run_1/gate_families.png
Bar = 20 um.
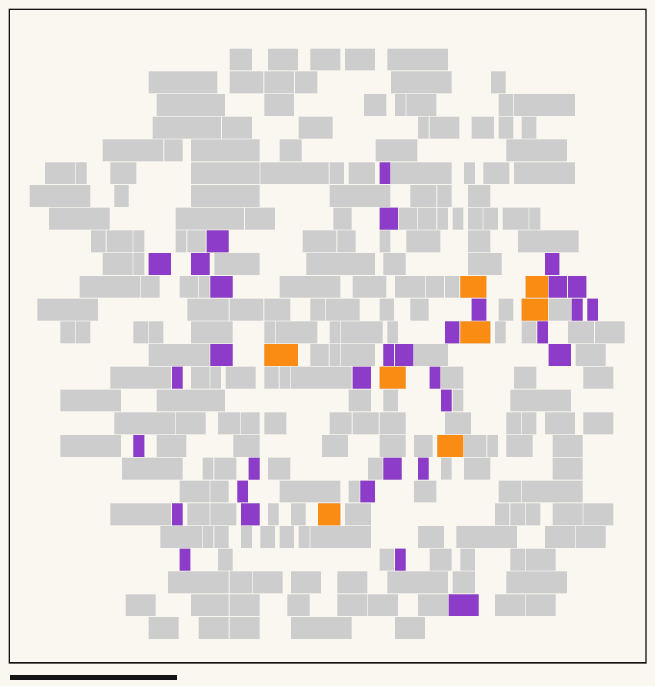
run_1/metal_stack.png
Bar = 20 um.
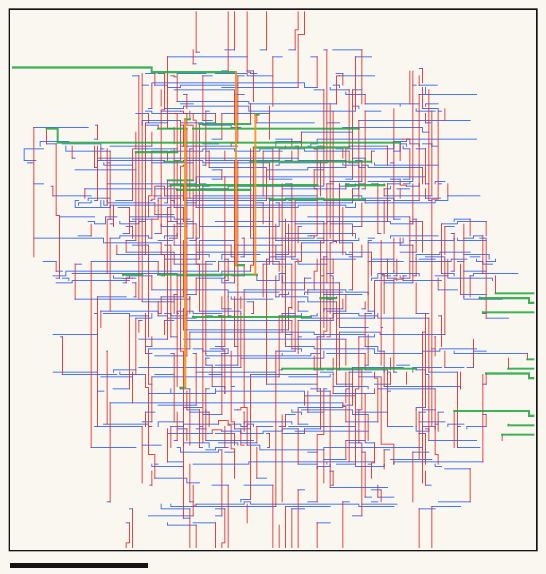
run_1/clock_map.png
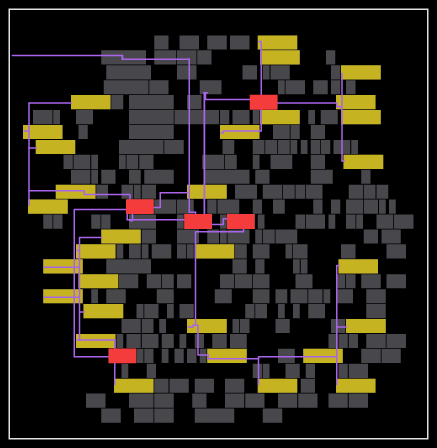
run_1/final_congestion.png
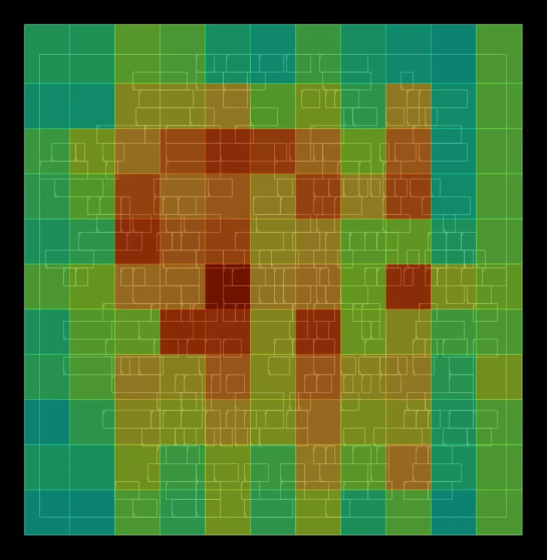
## config.mk

```make
export PLATFORM = sky130hd
export DESIGN_NAME = msi_coherence_ctrl_flat
export DESIGN_NICKNAME = d
export VERILOG_FILES = /design/src/rtl/msi_coherence_ctrl_if.sv /design/src/rtl/msi_coherence_ctrl.sv /design/src/flat_wrapper.sv
export SDC_FILE = /design/constraint.sdc
export NUM_CORES = 1
export LEC_CHECK = 0
export CAP_MARGIN = 20
export CORE_AREA = 2 2 74 76
export DETAILED_ROUTE_END_ITERATION = 8
export DIE_AREA = 0 0 76 78
export PLACE_DENSITY_LB_ADDON = 0.15
export REMOVE_ABC_BUFFERS = 1
export SLEW_MARGIN = 30
export SYNTH_ARGS = -nofsm -noshare
export SYNTH_HDL_FRONTEND = slang
export SYNTH_SLANG_ARGS = --single-unit
```

## constraint.sdc

```tcl
create_clock -name clock -period 3 [get_ports clock]
set_input_delay 0.6 -clock clock [delete_from_list [all_inputs] [get_ports clock]]
set_output_delay 0.6 -clock clock [all_outputs]
set_load 0.05 [all_outputs]
```

## src/rtl/msi_coherence_ctrl_if.sv

```systemverilog
// rtl/msi_coherence_ctrl_if.sv - CPU, snoop, bus and debug signals of the MSI/MESI coherence controller
interface msi_coherence_ctrl_if #(
  parameter int IDX_W = 3
);

  // CPU request side
  logic             cpu_valid;
  logic             cpu_ready;
  logic             cpu_op;
  logic [IDX_W-1:0] cpu_idx;
  logic             cpu_tag_match;

  // Incoming snoops from other caches
  logic             snoop_valid;
  logic [2:0]       snoop_msg;
  logic [IDX_W-1:0] snoop_idx;

  // Outgoing coherence messages and arbiter handshake
  logic             bus_req;
  logic [2:0]       bus_msg;
  logic [IDX_W-1:0] bus_idx;
  logic             bus_grant;
  logic             bus_shared;

  // Data write-back pulse
  logic             wb;
  logic [IDX_W-1:0] wb_idx;

  // Debug state read
  logic [IDX_W-1:0] dbg_idx;
  logic [1:0]       dbg_state;

  // Environment view: CPU, snooping bus, arbiter and debug reader
  modport master (
    output cpu_valid, cpu_op, cpu_idx, cpu_tag_match,
    output snoop_valid, snoop_msg, snoop_idx,
    output bus_grant, bus_shared, dbg_idx,
    input  cpu_ready, bus_req, bus_msg, bus_idx, wb, wb_idx, dbg_state
  );

  // Controller view
  modport slave (
    input  cpu_valid, cpu_op, cpu_idx, cpu_tag_match,
    input  snoop_valid, snoop_msg, snoop_idx,
    input  bus_grant, bus_shared, dbg_idx,
    output cpu_ready, bus_req, bus_msg, bus_idx, wb, wb_idx, dbg_state
  );

endinterface

```

## src/rtl/msi_coherence_ctrl.sv

```systemverilog
// rtl/msi_coherence_ctrl.sv - per-line snooping MSI controller, MESI E state when MESI_EXCLUSIVE_EN is defined
module msi_coherence_ctrl #(
  parameter int IDX_W = 3
) (
  input logic               clock,
  input logic               reset,
  msi_coherence_ctrl_if.slave ports
);

  localparam int NUM_LINES = 2 ** IDX_W;

  localparam logic [2:0] MSG_RD_MISS   = 3'b000;
  localparam logic [2:0] MSG_INV       = 3'b011;
  localparam logic [2:0] MSG_WR_MISS   = 3'b100;
  localparam logic [2:0] MSG_FETCH     = 3'b101;
  localparam logic [2:0] MSG_FETCH_INV = 3'b110;
  localparam logic [2:0] MSG_EMPTY     = 3'b111;

  typedef enum logic [1:0] {
    ST_I = 2'b00,
    ST_S = 2'b01,
    ST_M = 2'b10,
    ST_E = 2'b11
  } line_state_t;

  typedef enum logic {
    IDLE       = 1'b0,
    WAIT_GRANT = 1'b1
  } fsm_t;

  line_state_t      lines [NUM_LINES];
  fsm_t             fsm;
  fsm_t             fsm_next;

  logic             bus_req_q;
  logic [2:0]       bus_msg_q;
  logic [IDX_W-1:0] bus_idx_q;
  logic             wb_q;
  logic [IDX_W-1:0] wb_idx_q;

  logic             cpu_ready;
  logic             accept;
  line_state_t      cpu_line;
  logic             cpu_hit;
  logic             need_msg;
  logic [2:0]       new_msg;
  logic             silent_upgrade;

  line_state_t      snoop_line;
  line_state_t      snoop_next;
  logic             snoop_wb;
  logic             race;

  logic             grant_ok;
  line_state_t      victim;
  line_state_t      grant_state;
  logic             grant_wb;

  // A snoop to the requested line must land first, so the CPU waits a cycle
  assign cpu_ready = (fsm == IDLE) && !(ports.snoop_valid && (ports.snoop_idx == ports.cpu_idx));
  assign accept    = ports.cpu_valid && cpu_ready;
  assign cpu_line  = lines[ports.cpu_idx];
  assign cpu_hit   = ports.cpu_tag_match && (cpu_line != ST_I);

  // Grant is refused in a snoop cycle so snoop and grant write-backs never collide
  assign grant_ok  = (fsm == WAIT_GRANT) && ports.bus_grant && !ports.snoop_valid;
  assign victim    = lines[bus_idx_q];
  assign grant_wb  = (bus_msg_q != MSG_INV) && (victim == ST_M);

  // A pending upgrade whose S copy is being invalidated must become a full write miss
  assign race = (fsm == WAIT_GRANT) && (bus_msg_q == MSG_INV) && ports.snoop_valid &&
                (ports.snoop_idx == bus_idx_q) &&
                ((ports.snoop_msg == MSG_INV) || (ports.snoop_msg == MSG_WR_MISS));

`ifdef MESI_EXCLUSIVE_EN
  // Read miss lands in E when no other cache reported a copy at grant
  always_comb begin
    grant_state = ST_M;
    if (bus_msg_q == MSG_RD_MISS) begin
      grant_state = ports.bus_shared ? ST_S : ST_E;
    end
  end
`else
  logic unused_bus_shared;
  assign unused_bus_shared = ports.bus_shared;

  // Read miss always lands in S; both write messages end in M
  always_comb begin
    grant_state = ST_M;
    if (bus_msg_q == MSG_RD_MISS) begin
      grant_state = ST_S;
    end
  end
`endif

  // Decode the CPU request into the bus message it needs, if any
  always_comb begin
    need_msg       = 1'b0;
    new_msg        = MSG_EMPTY;
    silent_upgrade = 1'b0;
    if (!ports.cpu_op) begin
      if (!cpu_hit) begin
        need_msg = 1'b1;
        new_msg  = MSG_RD_MISS;
      end
    end else if (!cpu_hit) begin
      need_msg = 1'b1;
      new_msg  = MSG_WR_MISS;
    end else if (cpu_line == ST_S) begin
      need_msg = 1'b1;
      new_msg  = MSG_INV;
    end else if (cpu_line == ST_E) begin
      silent_upgrade = 1'b1;
    end
  end

  // Next state of the snooped line and whether dirty data must be pushed out
  always_comb begin
    snoop_line = lines[ports.snoop_idx];
    snoop_next = snoop_line;
    snoop_wb   = 1'b0;
    if (ports.snoop_valid) begin
      case (snoop_line)
        ST_S: begin
          if ((ports.snoop_msg == MSG_INV) || (ports.snoop_msg == MSG_WR_MISS)) begin
            snoop_next = ST_I;
          end
        end
        ST_M: begin
          if ((ports.snoop_msg == MSG_RD_MISS) || (ports.snoop_msg == MSG_FETCH)) begin
            snoop_next = ST_S;
            snoop_wb   = 1'b1;
          end else if ((ports.snoop_msg == MSG_WR_MISS) || (ports.snoop_msg == MSG_FETCH_INV)) begin
            snoop_next = ST_I;
            snoop_wb   = 1'b1;
          end
        end
        ST_E: begin
          if ((ports.snoop_msg == MSG_RD_MISS) || (ports.snoop_msg == MSG_FETCH)) begin
            snoop_next = ST_S;
          end else if ((ports.snoop_msg == MSG_INV) || (ports.snoop_msg == MSG_WR_MISS) ||
                       (ports.snoop_msg == MSG_FETCH_INV)) begin
            snoop_next = ST_I;
          end
        end
        default: begin
        end
      endcase
    end
  end

  // Controller FSM next state: leave IDLE only when a message is needed
  always_comb begin
    fsm_next = fsm;
    case (fsm)
      IDLE:       if (accept && need_msg) fsm_next = WAIT_GRANT;
      WAIT_GRANT: if (grant_ok) fsm_next = IDLE;
      default:    fsm_next = IDLE;
    endcase
  end

  // Controller FSM state register
  always_ff @(posedge clock) begin
    if (reset) begin
      fsm <= IDLE;
    end else begin
      fsm <= fsm_next;
    end
  end

  // Bus request registers: load on accept, clear on grant, rewrite on upgrade race
  always_ff @(posedge clock) begin
    if (reset) begin
      bus_req_q <= 1'b0;
      bus_msg_q <= MSG_EMPTY;
      bus_idx_q <= '0;
    end else if (fsm == IDLE && accept && need_msg) begin
      bus_req_q <= 1'b1;
      bus_msg_q <= new_msg;
      bus_idx_q <= ports.cpu_idx;
    end else if (grant_ok) begin
      bus_req_q <= 1'b0;
      bus_msg_q <= MSG_EMPTY;
    end else if (race) begin
      bus_msg_q <= MSG_WR_MISS;
    end
  end

  // One-cycle write-back pulse from either a snoop or an evicting grant
  always_ff @(posedge clock) begin
    if (reset) begin
      wb_q     <= 1'b0;
      wb_idx_q <= '0;
    end else begin
      wb_q <= snoop_wb || (grant_ok && grant_wb);
      if (snoop_wb) begin
        wb_idx_q <= ports.snoop_idx;
      end else if (grant_ok && grant_wb) begin
        wb_idx_q <= bus_idx_q;
      end
    end
  end

  // Line state array: snoop, grant and silent upgrade never target the same line in one cycle
  always_ff @(posedge clock) begin
    if (reset) begin
      for (int i = 0; i < NUM_LINES; i++) begin
        lines[i] <= ST_I;
      end
    end else begin
      if (ports.snoop_valid) begin
        lines[ports.snoop_idx] <= snoop_next;
      end
      if (grant_ok) begin
        lines[bus_idx_q] <= grant_state;
      end
      if (accept && silent_upgrade) begin
        lines[ports.cpu_idx] <= ST_M;
      end
    end
  end

  assign ports.cpu_ready = cpu_ready;
  assign ports.bus_req   = bus_req_q;
  assign ports.bus_msg   = bus_msg_q;
  assign ports.bus_idx   = bus_idx_q;
  assign ports.wb        = wb_q;
  assign ports.wb_idx    = wb_idx_q;
  assign ports.dbg_state = lines[ports.dbg_idx];

endmodule
```

## src/flat_wrapper.sv

```systemverilog
// flat-port wrapper written by rule: the top's interface ports become plain ports
module msi_coherence_ctrl_flat 
#(
  parameter int IDX_W = 3
)
  (clock, reset, ports_cpu_valid, ports_cpu_op, ports_cpu_idx, ports_cpu_tag_match, ports_snoop_valid, ports_snoop_msg, ports_snoop_idx, ports_bus_grant, ports_bus_shared, ports_dbg_idx, ports_cpu_ready, ports_bus_req, ports_bus_msg, ports_bus_idx, ports_wb, ports_wb_idx, ports_dbg_state);
  msi_coherence_ctrl_if #(.IDX_W(IDX_W)) ports_i ();
  input logic clock;
  input logic reset;
  input wire logic [$bits(ports_i.cpu_valid)-1:0] ports_cpu_valid;
  input wire logic [$bits(ports_i.cpu_op)-1:0] ports_cpu_op;
  input wire logic [$bits(ports_i.cpu_idx)-1:0] ports_cpu_idx;
  input wire logic [$bits(ports_i.cpu_tag_match)-1:0] ports_cpu_tag_match;
  input wire logic [$bits(ports_i.snoop_valid)-1:0] ports_snoop_valid;
  input wire logic [$bits(ports_i.snoop_msg)-1:0] ports_snoop_msg;
  input wire logic [$bits(ports_i.snoop_idx)-1:0] ports_snoop_idx;
  input wire logic [$bits(ports_i.bus_grant)-1:0] ports_bus_grant;
  input wire logic [$bits(ports_i.bus_shared)-1:0] ports_bus_shared;
  input wire logic [$bits(ports_i.dbg_idx)-1:0] ports_dbg_idx;
  output wire logic [$bits(ports_i.cpu_ready)-1:0] ports_cpu_ready;
  output wire logic [$bits(ports_i.bus_req)-1:0] ports_bus_req;
  output wire logic [$bits(ports_i.bus_msg)-1:0] ports_bus_msg;
  output wire logic [$bits(ports_i.bus_idx)-1:0] ports_bus_idx;
  output wire logic [$bits(ports_i.wb)-1:0] ports_wb;
  output wire logic [$bits(ports_i.wb_idx)-1:0] ports_wb_idx;
  output wire logic [$bits(ports_i.dbg_state)-1:0] ports_dbg_state;
  assign ports_i.cpu_valid = ports_cpu_valid;
  assign ports_i.cpu_op = ports_cpu_op;
  assign ports_i.cpu_idx = ports_cpu_idx;
  assign ports_i.cpu_tag_match = ports_cpu_tag_match;
  assign ports_i.snoop_valid = ports_snoop_valid;
  assign ports_i.snoop_msg = ports_snoop_msg;
  assign ports_i.snoop_idx = ports_snoop_idx;
  assign ports_i.bus_grant = ports_bus_grant;
  assign ports_i.bus_shared = ports_bus_shared;
  assign ports_i.dbg_idx = ports_dbg_idx;
  assign ports_cpu_ready = ports_i.cpu_ready;
  assign ports_bus_req = ports_i.bus_req;
  assign ports_bus_msg = ports_i.bus_msg;
  assign ports_bus_idx = ports_i.bus_idx;
  assign ports_wb = ports_i.wb;
  assign ports_wb_idx = ports_i.wb_idx;
  assign ports_dbg_state = ports_i.dbg_state;
  msi_coherence_ctrl #(.IDX_W(IDX_W)) u_core (.clock(clock), .reset(reset), .ports(ports_i));
endmodule
```

==> flow_metrics.env, run 1 <==
# yosys + openroad results
export IMPL_top_cells_by_area="dfxtp_1, mux4_2, mux2i_1"
export IMPL_largest_register="u_core.lines"
export IMPL_grt_overflow_total=0
export IMPL_yosys_cells=221
export IMPL_die_x_um=76
export IMPL_p_total_w=0.00104
export IMPL_mostFrequentLayoutCells="dfxtp_1, clkdlybuf4s50_1, nand2_1, buf_4"
export IMPL_cts_clk_slew_worst_paths_ns=0.05
export IMPL_cts_sinks=30
export IMPL_final_nets=285
export IMPL_fillers=492
export IMPL_max_slew_margin_pct=50.6
export IMPL_r2r_slack_ns=0.83
export IMPL_min_from="u_core.ports.bus_req$_SDFFE_PP0P_"
export IMPL_post_route_period_util_pct=94.2
export IMPL_drcViolationCount=0
export IMPL_p_switching_w=0.000315
export IMPL_dp_cells=328
export IMPL_dpl_cell_area_um2=2460
export IMPL_yosysWarnings=0
export IMPL_grt_max_degree=19
export IMPL_hold_class="flop to flop"
export IMPL_syn_area_um2=1980
export IMPL_hpwl_mm=4.39
export IMPL_setup_viol=0
export IMPL_cp_num_buf_inv=2
export IMPL_ys_area_um2=1980
export IMPL_largest_reg_flops=16
export IMPL_p_int_w=0.000723
export IMPL_insertion_delay_ns=0.28
export IMPL_outcome="finished clean"
export IMPL_cts_max_level=2
export IMPL_finClkSkew_ns=0.00812
-- gate_families.png (at the start) --
legend:
  orange:
    family: AND-OR and OR-AND gates
    cells: 8
  purple:
    family: NOR gates
    cells: 33

-- metal_stack.png (at the start) --
legend:
  orange:
    layer: met4
    wire_length: 89.8 um
  green:
    layer: met3
    wire_length: 328 um
  red:
    layer: met2
    wire_length: 2620 um
  blue:
    layer: met1
    wire_length: 2700 um
overall routing resource usage: 20.3%
Total Wirelength: 5.74 mm
routed length per placed instance: 17.2 um
via count: 1870

-- clock_map.png (at the start) --
legend:
  yellow:
    item: flip-flops
    count: 30
  purple:
    item: clock wires
    length: 432 um
  red:
    item: cells driving clock nets
    count: 5
flops lie: all over the die
routed clock nets: 6

-- final_congestion.png (at the start) --
GRT met3 Usage: 4.19%
met1 Track Usage GR: 28.6%

==> run 1: worst max path at each step <==
stage | start | end | slack, ns | cells past startpoint
after CTS | ports_snoop_idx[0] | u_core.lines[4][0]$_SDFFE_PP0P_ | 0.11 | 8
after floorplan | ports_snoop_idx[0] | flop | 0.46 | 6
after global routing | ports_dbg_idx[0] | ports_dbg_state[0] | 0.1 | 4
after detailed placement | ports_snoop_idx[0] | u_core.lines[4][0]$_SDFFE_PP0P_ | -0.17 | 8
after global placement | ports_snoop_idx[0] | u_core.lines[4][0]$_SDFFE_PP0P_ | -0.18 | 8
final | ports_dbg_idx[0] | ports_dbg_state[0] | 0.17 | 4
==> run 1: power by group through the flow <==
stage,Clock (W),Combinational (W),Sequential [W]
floorplan,0,0.000115,0.000485
global placement,0,0.000274,0.000456
detailed placement,0,0.000275,0.000456
CTS,0.000329,0.000276,0.000447
global route,0.000345,0.000297,0.000449
finish,0.000315,0.000275,0.000448
==> run 1: area by class of cell <==
class / count / area, um2 / area share (%)
flip-flops and latches: 30 / 601 / 23.6
inverters: 6 / 22.5 / 0.883
multi-input cells: 173 / 1300 / 51.0
well taps: 70 / 87.6 / 3.43
repair buffers: 49 / 455 / 17.9
clock buffers: 6 / 82.6 / 3.24
==> run 1: Yosys cell counts (all sizes together) (3+ instances only) <==
cell,count
mux2,10
a31oi,4
buf,3
nor2b,8
xnor2,5
and3b,3
nor3,4
inv,5
nor3b,5
nand3,5
a21oi,16
nand3b,3
mux2i,14
mux4,10
clkbuf,9
nand2,22
o21ai,15
nor2,15
dfxtp,30
a221oi,7
and2,6
==> run 1: routing by layer <==
metal  vias up  part of all wire (%)  global-route usage, %
met5         -                     0                      0
met4         0                   1.6                   7.64
met3         6                   5.7                   4.19
met2        52                    46                   30.6
met1       901                    47                   28.6
li1        911                     -                      -
==> run 2, diff against run 1 <==
--- a/config.mk
+++ b/config.mk
@@ -9,6 +9,7 @@
 export CORE_AREA = 2 2 74 76
 export DETAILED_ROUTE_END_ITERATION = 8
 export DIE_AREA = 0 0 76 78
+export HOLD_SLACK_MARGIN = 0.06
 export PLACE_DENSITY_LB_ADDON = 0.15
 export REMOVE_ABC_BUFFERS = 1
 export SLEW_MARGIN = 30
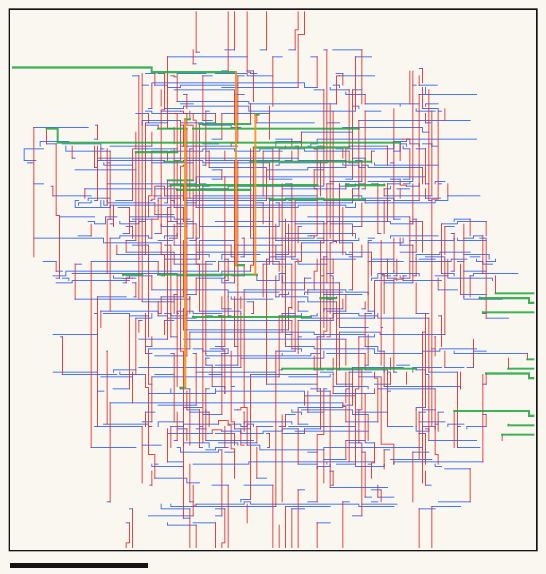
run_2/metal_stack.png
Bar = 20 um.
legend:
  orange:
    layer: met4
    wire_length: 89.8 um
  green:
    layer: met3
    wire_length: 328 um
  red:
    layer: met2
    wire_length: 2620 um
  blue:
    layer: met1
    wire_length: 2700 um

==> flow_metrics.env, run 2 <==
# yosys + openroad results
export IMPL_outcome="finished clean"
export IMPL_ys_top_cells_by_count="dfxtp_1, nand2_1, a21oi_1, nor2_1, mux2i_1"
export IMPL_wl_met2_mm=2.62
export IMPL_drt_met1_wl_mm=2.70
export IMPL_final_nets=285
export IMPL_cts_sinks=30
export IMPL_routed_wl_mm=5.74
export IMPL_post_route_period_util_pct=94.2
export IMPL_wl_met3_um=327
export IMPL_p_total_w=0.00104
export IMPL_cts_clk_slew_worst_paths_ns=0.05
export IMPL_setup_viol=0
export IMPL_whs_path_depth=2
export IMPL_seqCellArea_um2=601
export IMPL_topRoutingLayerUsed="met4"
export IMPL_fillers=492
export IMPL_syn_area_um2=1980
export IMPL_grt_overflow_total=0
export IMPL_yosys_cells=221
export IMPL_grt_max_degree=19
export IMPL_ys_area_um2=1980
export IMPL_track_usage_pct=20.3
export IMPL_top_cells_by_area="dfxtp_1, mux4_2, mux2i_1"
export IMPL_cts_max_level=2
export IMPL_grt_met2_usage_pct=30.6
export IMPL_use_met3_pct=4.19
export IMPL_insertion_delay_ns=0.28
export IMPL_largest_reg_flops=16
export IMPL_hpwl_mm=4.39
export IMPL_mostFrequentLayoutCells="dfxtp_1, clkdlybuf4s50_1, nand2_1, buf_4"
export IMPL_layout_area_comb_um2=1300
export IMPL_top_cell="dfxtp_1"
export IMPL_largest_register="u_core.lines"
export IMPL_avgRoutedWirePerCell_um=17.2
export IMPL_busiest_layer="met2"
export IMPL_r2r_slack_ns=0.83
export IMPL_hold_class="flop to flop"
export IMPL_via_count=1870
export IMPL_max_slew_margin_pct=50.6
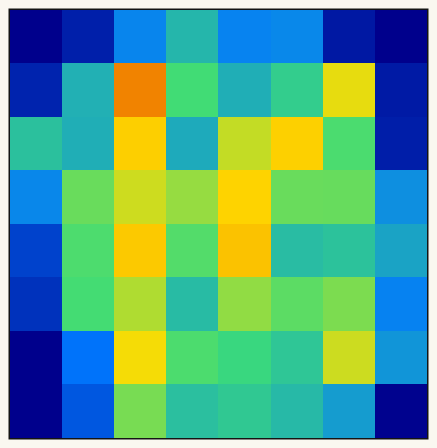
run_2/density.png
8 x 8 tiles, from dark blue (low) to red (high), 0 to 100% covered.
tiles over 75% full: 9.4%
fullest tile: 85%
nearly empty tiles: 7.8%
mean over tiles: 42%
densest ninth of the die: center
Core Area: 5040 um2
FP Util: 39.3%
post-layout util: 50.6%

run 2: report_power, final:
part           switching (W)  leakage (nW)  total, W  internal, W
logic               0.000148         0.688  0.000275     0.000127
clock network       0.000139        0.0431  0.000315     0.000176
registers          0.0000277         0.245  0.000448     0.000420
run 2: cell families (layout without fill, tap and decap cells):
kind of cell / after synthesis / after routing / synth area share (%)
buf+inv: 18 / 61 / 3.98
xor+xnor: 6 / 6 / 2.65
mux: 34 / 34 / 24.3
compound gates: 56 / 56 / 18.5
simple gates: 77 / 77 / 20.2
flops: 30 / 30 / 30.3
run 2: layout make-up:
cell class,instances,share of cell area [%]
clock buffers,6,3.24
inverters,6,0.883
multi-input cells,173,51.0
flip-flops and latches,30,23.6
well taps,70,3.43
repair buffers,49,17.9
run 2: worst paths after layout:
path / endpoint / from
worst min-delay path: u_core.ports.bus_req$_SDFFE_PP0P_ / u_core.ports.bus_req$_SDFFE_PP0P_
worst max register to register: u_core.lines[5][0]$_SDFFE_PP0P_ / u_core.lines[5][0]$_SDFFE_PP0P_
worst max-delay path: ports_dbg_state[0] / ports_dbg_idx[0]
worst min register to register: u_core.ports.bus_req$_SDFFE_PP0P_ / u_core.ports.bus_req$_SDFFE_PP0P_
run 2: critical path, cell delays in order:
cell and delay (ns):
clkdlybuf4s50_1 0.62, mux4_2 0.54, mux2_2 0.27, buf_4 0.19
run 2: per-stage QoR:
step | setup TNS, ns | instance area (um2) | std cells | hold WS, ns
floorplan | 0 | 1920 | 209 | 0.460
global placement | -2.06 | 2460 | 328 | 0.471
detailed placement | -1.87 | 2460 | 328 | 0.476
CTS | 0 | 2550 | 334 | 0.489
global route | 0 | 2550 | 334 | 0.533
finish | 0 | 2550 | 334 | 0.481
==> run 3, diff against run 2 <==
--- a/config.mk
+++ b/config.mk
@@ -5,13 +5,13 @@
 export SDC_FILE = /design/constraint.sdc
 export NUM_CORES = 1
 export LEC_CHECK = 0
-export CAP_MARGIN = 20
 export CORE_AREA = 2 2 74 76
 export DETAILED_ROUTE_END_ITERATION = 8
 export DIE_AREA = 0 0 76 78
 export HOLD_SLACK_MARGIN = 0.06
 export PLACE_DENSITY_LB_ADDON = 0.15
 export REMOVE_ABC_BUFFERS = 1
+export SKIP_LAST_GASP = 1
 export SLEW_MARGIN = 30
 export SYNTH_ARGS = -nofsm -noshare
 export SYNTH_HDL_FRONTEND = slang
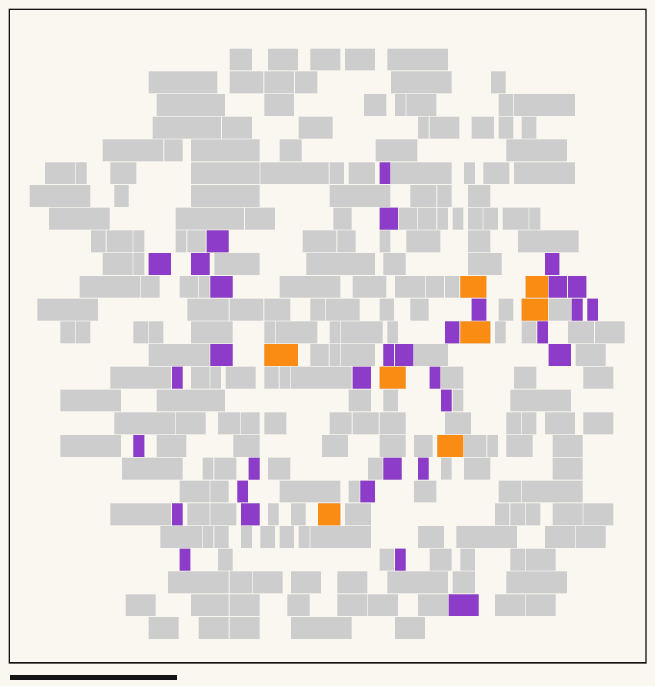
run_3/gate_families.png
Bar = 20 um.
legend:
  orange:
    family: AND-OR and OR-AND gates
    cells: 8
  purple:
    family: NOR gates
    cells: 33
Commonest Layout Cell: dfxtp_1
post-route insts no fill: 334
combinational fraction of the cell area: 51.0%

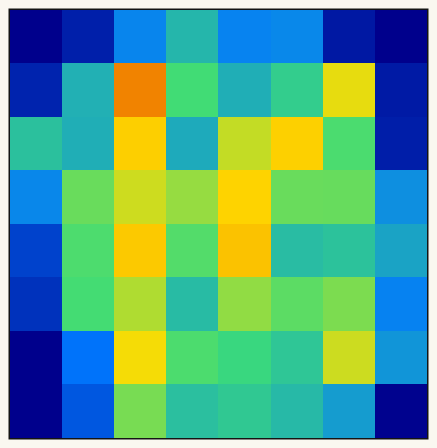
run_3/density.png
8 x 8 tiles, from dark blue (low) to red (high), 0 to 100% covered.
densest ninth of the die: center
nearly empty tiles: 7.8%
tiles over 75% full: 9.4%
mean over tiles: 42%
fullest tile: 85%

==> flow_metrics.env, run 3 <==
# yosys + openroad results
export IMPL_ys_area_um2=1980
export IMPL_r2r_slack_ns=0.83
export IMPL_p_sw_share_pct=30.3
export IMPL_largest_reg_flops=16
export IMPL_taps=70
export IMPL_cts_sinks=30
export IMPL_hold_class="flop to flop"
export IMPL_post_route_period_util_pct=94.2
export IMPL_seq_cell_count=30
export IMPL_buffers=49
export IMPL_fillers=492
export IMPL_largest_register="u_core.lines"
export IMPL_top_cell="dfxtp_1"
export IMPL_p_seq_share_pct=43.1
export IMPL_buf_share_pct=17.9
export IMPL_mostFrequentLayoutCells="dfxtp_1, clkdlybuf4s50_1, nand2_1, buf_4"
export IMPL_clock_power_w=0.000315
export IMPL_pwr_share_comb_pct=26.5
export IMPL_outcome="finished clean"
export IMPL_p_int_w=0.000723
export IMPL_ys_top_cells_by_count="dfxtp_1, nand2_1, a21oi_1, nor2_1, mux2i_1"
export IMPL_nNonClkInverters=6
export IMPL_seq_area_share_pct=23.6
export IMPL_setup_tns_ns=0
export IMPL_setup_viol=0
export IMPL_stdcell_area_um2=2550
export IMPL_cts_max_level=2
export IMPL_insertion_delay_ns=0.28
export IMPL_power_top_group="sequential cells"
export IMPL_layout_area_comb_um2=1300
export IMPL_initCoreUtil_pct=39.3
export IMPL_grt_max_degree=19
export IMPL_coreArea_um2=5040
export IMPL_via_count=1870
export IMPL_p_switching_w=0.000315
export IMPL_clock_area_share_pct=3.24
export IMPL_nMultiInputCombCells=173
export IMPL_yosys_cells=221
export IMPL_dominant_cells="multi-input combinational cells"
export IMPL_hpwl_mm=4.39
export IMPL_syn_area_um2=1980
export IMPL_routed_wl_mm=5.74
export IMPL_seqCellArea_um2=601
run 3: path summary, 6_finish.rpt:
| path | from | end |
|---|---|---|
| worst max-delay path | ports_dbg_idx[0] | ports_dbg_state[0] |
| worst min-delay path | u_core.ports.bus_req$_SDFFE_PP0P_ | u_core.ports.bus_req$_SDFFE_PP0P_ |
| worst max register to register | u_core.lines[5][0]$_SDFFE_PP0P_ | u_core.lines[5][0]$_SDFFE_PP0P_ |
| worst min register to register | u_core.ports.bus_req$_SDFFE_PP0P_ | u_core.ports.bus_req$_SDFFE_PP0P_ |
run 3: repair_timing:
item / 4_1_cts / 5_1_grt
resized: 0 / 1
endpoints found under the setup margin: 0 / 3
hold buffers: 0 / 0
run 3: cells by family (layout without fill, tap and decap cells):
group,Yosys count,in the layout,share of synthesized area [%]
flops,30,30,30.3
buf+inv,18,61,3.98
mux,34,34,24.3
compound gates,56,56,18.5
simple gates,77,77,20.2
xor+xnor,6,6,2.65
run 3: worst max-delay path: stages:
cell	delay, ns
clkdlybuf4s50_1	0.62
mux4_2	0.54
mux2_2	0.27
buf_4	0.19
run 3: layer usage:
metal / wire length (um) / GRT usage [%]
met1: 2700 / 28.6
met2: 2620 / 30.6
met3: 327 / 4.19
met4: 89 / 7.64
met5: 0 / 0
run 3: through the flow:
stage                     setup slack (ns)  hold WS, ns  cells  total power [W]
after detailed placement            -0.175        0.476    328         0.000731
final                                0.175        0.481    334          0.00104
after floorplan                      0.458        0.460    209         0.000600
after global placement              -0.179        0.471    328         0.000730
after global routing                0.0989        0.533    334          0.00109
after CTS                            0.112        0.489    334          0.00105
Power is estimated from default activity; no workload was simulated.
